==> images/clock_nets.png <==
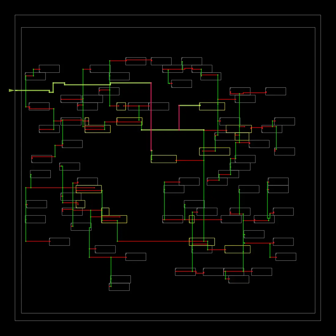
==> images/ff_map.png <==
Scale bar: 20 µm.
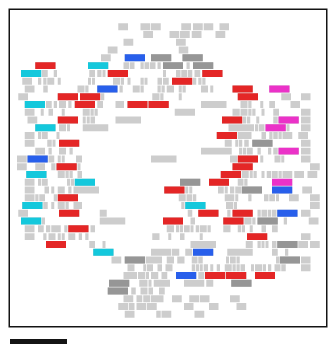
**src/rtl/instr_decode_stage.sv**
```systemverilog
// Instruction decode stage: splits a 32-bit instruction into register/immediate
// fields and operand-select controls, buffered by an output register plus one skid slot.
module instr_decode_stage (
  input  logic        i_clk,
  input  logic        i_rst_n,
  input  logic [31:0] i_ir_in,
  input  logic        i_ir_valid,
  output logic        o_ir_ready,
  input  logic        i_stall,
  input  logic        i_flush,
  output logic        o_out_valid,
  output logic [6:0]  o_opcode,
  output logic [4:0]  o_dr,
  output logic [4:0]  o_sa,
  output logic [4:0]  o_sb,
  output logic [14:0] o_im,
  output logic        o_mb,
  output logic        o_cs
);

  // state   | meaning
  // S_EMPTY | output and skid registers both invalid
  // S_FULL  | output register valid, skid invalid
  // S_SKID  | output and skid registers both valid, input blocked
  typedef enum logic [1:0] {
    S_EMPTY = 2'd0,
    S_FULL  = 2'd1,
    S_SKID  = 2'd2
  } t_state;

  typedef struct packed {
    logic [6:0]  opcode;
    logic [4:0]  dr;
    logic [4:0]  sa;
    logic [4:0]  sb;
    logic [14:0] im;
    logic        mb;
    logic        cs;
  } t_dec;

  function automatic t_dec f_decode(input logic [31:0] ir);
    t_dec d;
    d.opcode = ir[31:25];
    d.dr     = ir[24:20];
    d.sa     = ir[19:15];
    d.sb     = ir[14:10];
    d.im     = ir[14:0];
    d.mb     = ir[31];
    d.cs     = ir[31] && !ir[25];
    return d;
  endfunction

  t_state r_state;
  t_state w_state_nxt;
  t_dec   r_or;
  t_dec   r_sk;
  t_dec   w_dec;
  logic   r_or_valid;
  logic   w_xfer;
  logic   w_accept;
  logic   w_ld_or;
  logic   w_or_from_sk;
  logic   w_ld_sk;

  assign w_dec      = f_decode(i_ir_in);
  assign o_ir_ready = (r_state != S_SKID);
  assign w_xfer     = i_ir_valid && o_ir_ready;
  assign w_accept   = r_or_valid && !i_stall;

  always_comb begin
    w_state_nxt  = r_state;
    w_ld_or      = 1'b0;
    w_or_from_sk = 1'b0;
    w_ld_sk      = 1'b0;
    if (i_flush) begin
      w_state_nxt = S_EMPTY;
    end else begin
      case (r_state)
        S_EMPTY: begin
          if (w_xfer) begin
            w_state_nxt = S_FULL;
            w_ld_or     = 1'b1;
          end
        end
        S_FULL: begin
          if (w_xfer && w_accept) begin
            w_ld_or = 1'b1;
          end else if (w_xfer) begin
            w_state_nxt = S_SKID;
            w_ld_sk     = 1'b1;
          end else if (w_accept) begin
            w_state_nxt = S_EMPTY;
          end
        end
        S_SKID: begin
          if (w_accept) begin
            w_state_nxt  = S_FULL;
            w_or_from_sk = 1'b1;
          end
        end
        default: w_state_nxt = S_EMPTY;
      endcase
    end
  end

  always_ff @(posedge i_clk) begin
    if (!i_rst_n) begin
      r_state    <= S_EMPTY;
      r_or_valid <= 1'b0;
      r_or       <= '0;
      r_sk       <= '0;
    end else begin
      r_state    <= w_state_nxt;
      r_or_valid <= (w_state_nxt != S_EMPTY);
      if (w_ld_or)
        r_or <= w_dec;
      else if (w_or_from_sk)
        r_or <= r_sk;
      if (w_ld_sk)
        r_sk <= w_dec;
    end
  end

  assign o_out_valid = r_or_valid;
  assign o_opcode    = r_or.opcode;
  assign o_dr        = r_or.dr;
  assign o_sa        = r_or.sa;
  assign o_sb        = r_or.sb;
  assign o_im        = r_or.im;
  assign o_mb        = r_or.mb;
  assign o_cs        = r_or.cs;

endmodule

```
**config.mk**
```make
export PLATFORM = sky130hd
export DESIGN_NAME = instr_decode_stage
export DESIGN_NICKNAME = d
export VERILOG_FILES = /design/src/rtl/instr_decode_stage.sv
export SDC_FILE = /design/constraint.sdc
export NUM_CORES = 1
export LEC_CHECK = 0
export CAP_MARGIN = 20
export CORE_MARGIN = 2
export CORE_UTILIZATION = 25
export CTS_CLUSTER_SIZE = 20
export DETAILED_ROUTE_END_ITERATION = 7
export GPL_TIMING_DRIVEN = 1
export SYNTH_ARGS = -nofsm -noshare
export SYNTH_HDL_FRONTEND = slang
export SYNTH_SLANG_ARGS = --single-unit
export TNS_END_PERCENT = 20
```
**constraint.sdc**
```tcl
create_clock -name i_clk -period 2.4 [get_ports i_clk]
set_clock_uncertainty 0.05 [all_clocks]
set_input_delay 0.48 -clock i_clk [delete_from_list [all_inputs] [get_ports i_clk]]
set_output_delay 0.48 -clock i_clk [all_outputs]
set_load 0.01 [all_outputs]
```
==> impl_metrics.py <==
# Synthesis and PnR figures
metrics = {
    "placement": {
        "dpl.cell_count": 547,
        "post-dp-hpwl_um": 4664,
    },
    "cells_and_area": {
        "layout-drive-gt1-share": 0.07092,
        "syn_to_final_growth_pct": 41.37,
    },
    "logic_synthesis": {
        "synth.net_count": 391,
        "topCellsByArea": "sky130_fd_sc_hd__dfxtp_1 (49%), sky130_fd_sc_hd__nand2_1 (17%), sky130_fd_sc_hd__a21boi_1 (7.9%)",
        "syn-mean-instance-area_um2": 8.023,
    },
    "sta": {
        "setup_viol_count_final": 0,
        "timing_max_transition_violations_final": 0,
        "hold_slack_ps": 402.3,
    },
    "cts": {
        "clock_tree.buffer_depth": 2,
        "cts_hold_buffers": 0,
        "clkSinkCount": 69,
        "cts_clock_pin_slew_for_the_worst_setup_and_hold_paths_ps": 50,
        "cts_tree": "done",
    },
    "drt": {
        "route.detailed.vias_per_inst": 4.599,
        "route.antenna.remaining_nets": 0,
        "drc": 0,
    },
    "floorplanning": {
        "floorplan.io_pins": 78,
    },
    "critical_path": {
        "worst_setup_path_end_kind": "primary output",
        "worst_ep_required_time_ps": 1870,
    },
    "grt": {
        "grt_first_pass_wirelength_um": 11740,
    },
    "outcome": {
        "status": "completed",
    },
}
Notes on clock_nets.png above:
Clock Latency Late Sink: 330 ps
count of flip-flops and latches: 69
power consumed by the clock network: 1.32 mW
total of clock buffers placed in the layout: 11

Notes on ff_map.png above:
signal	color	flops
o_opcode	blue	7
o_sa	magenta	5
r_sk	red	33
o_im	cyan	10
area occupied by registers: 1381 µm²
flop share of the area: 0.3440

==> synthesized netlist by cell type (all sizes together) <==
| cell | instances |
|---|---|
| nand2 | 131 |
| dfxtp | 69 |
| o21ai | 34 |
| a31oi | 33 |
| a21boi | 32 |
| buf | 20 |
| clkbuf | 14 |
| nand2b | 3 |
| nor2b | 3 |
| a211oi | 2 |
| nand3 | 2 |
| a21oi | 1 |
| and3 | 1 |
| inv | 1 |
| mux2i | 1 |
| nand3b | 1 |
| nor2 | 1 |
| nor3 | 1 |
| nor3b | 1 |
| o21bai | 1 |
| o311ai | 1 |
| or3 | 1 |
==> final timing paths <==
| path | slack (ps) | to |
|---|---|---|
| setup / recovery | 350 | o_ir_ready |
| setup reg to reg | 880 | o_opcode[5] |
| hold reg to reg | 400 | r_sk[17] |
| hold / removal | 400 | r_sk[17] |
==> cells by family after synthesis <==
kind of cell | share of synthesized area
AND-OR/OR-AND | 0.2300
buffers and inverters | 0.06916
flip-flops | 0.4863
multiplexers | 0.003524
AND/OR/NAND/NOR | 0.2110
==> per-layer routing <==
layer / global-route usage / vias up / part of all wire
met4: 0.04500 / 0 / 0.0047
met2: 0.1869 / 72 / 0.47
li1: - / 1314 / -
met5: 0 / - / 0
met3: 0.03842 / 4 / 0.057
met1: 0.1458 / 1199 / 0.47
==> critical path, stage by stage (launching register included) <==
cell and delay, ps:
sky130_fd_sc_hd__dfxtp_1 430, sky130_fd_sc_hd__nand2b_4 210, sky130_fd_sc_hd__clkdlybuf4s50_1 550
==> where the power goes <==
| part | internal, mW | switching [mW] |
|---|---|---|
| combinational | 0.184 | 0.138 |
| sequential | 1.20 | 0.0292 |
| clock | 0.834 | 0.488 |
==> stage by stage <==
stage	power [mW]	utilization	area, µm²
2_1_floorplan	1.387	-	2840
3_3_place_gp	1.570	0.3380	3712
3_5_place_dp	1.576	0.3380	3712
4_1_cts	2.917	0.3656	4015
5_1_grt	3.006	0.3656	4015
6_report	2.870	0.3656	4015
==> flip-flops by register name, indices dropped and copies added, names as in the netlist <==
signal,count
o_cs,1
o_dr,5
o_im,10
o_opcode,7
o_out_valid,1
o_sa,5
o_sb,5
r_sk,33
r_state,2
==> cell type report <==
class                      count  area, µm²  share of cell area
multi-input combinational    250       1274              0.3172
clock buffer                  11      242.7             0.06046
tap                          140      175.2             0.04363
timing repair buffer          87      878.3              0.2188
clock inverter                 5      60.06             0.01496
sequential                    69       1381              0.3440
inverter                       1      3.754           0.0009349
Power figures rest on the tool's default switching activity, not on a simulated workload.
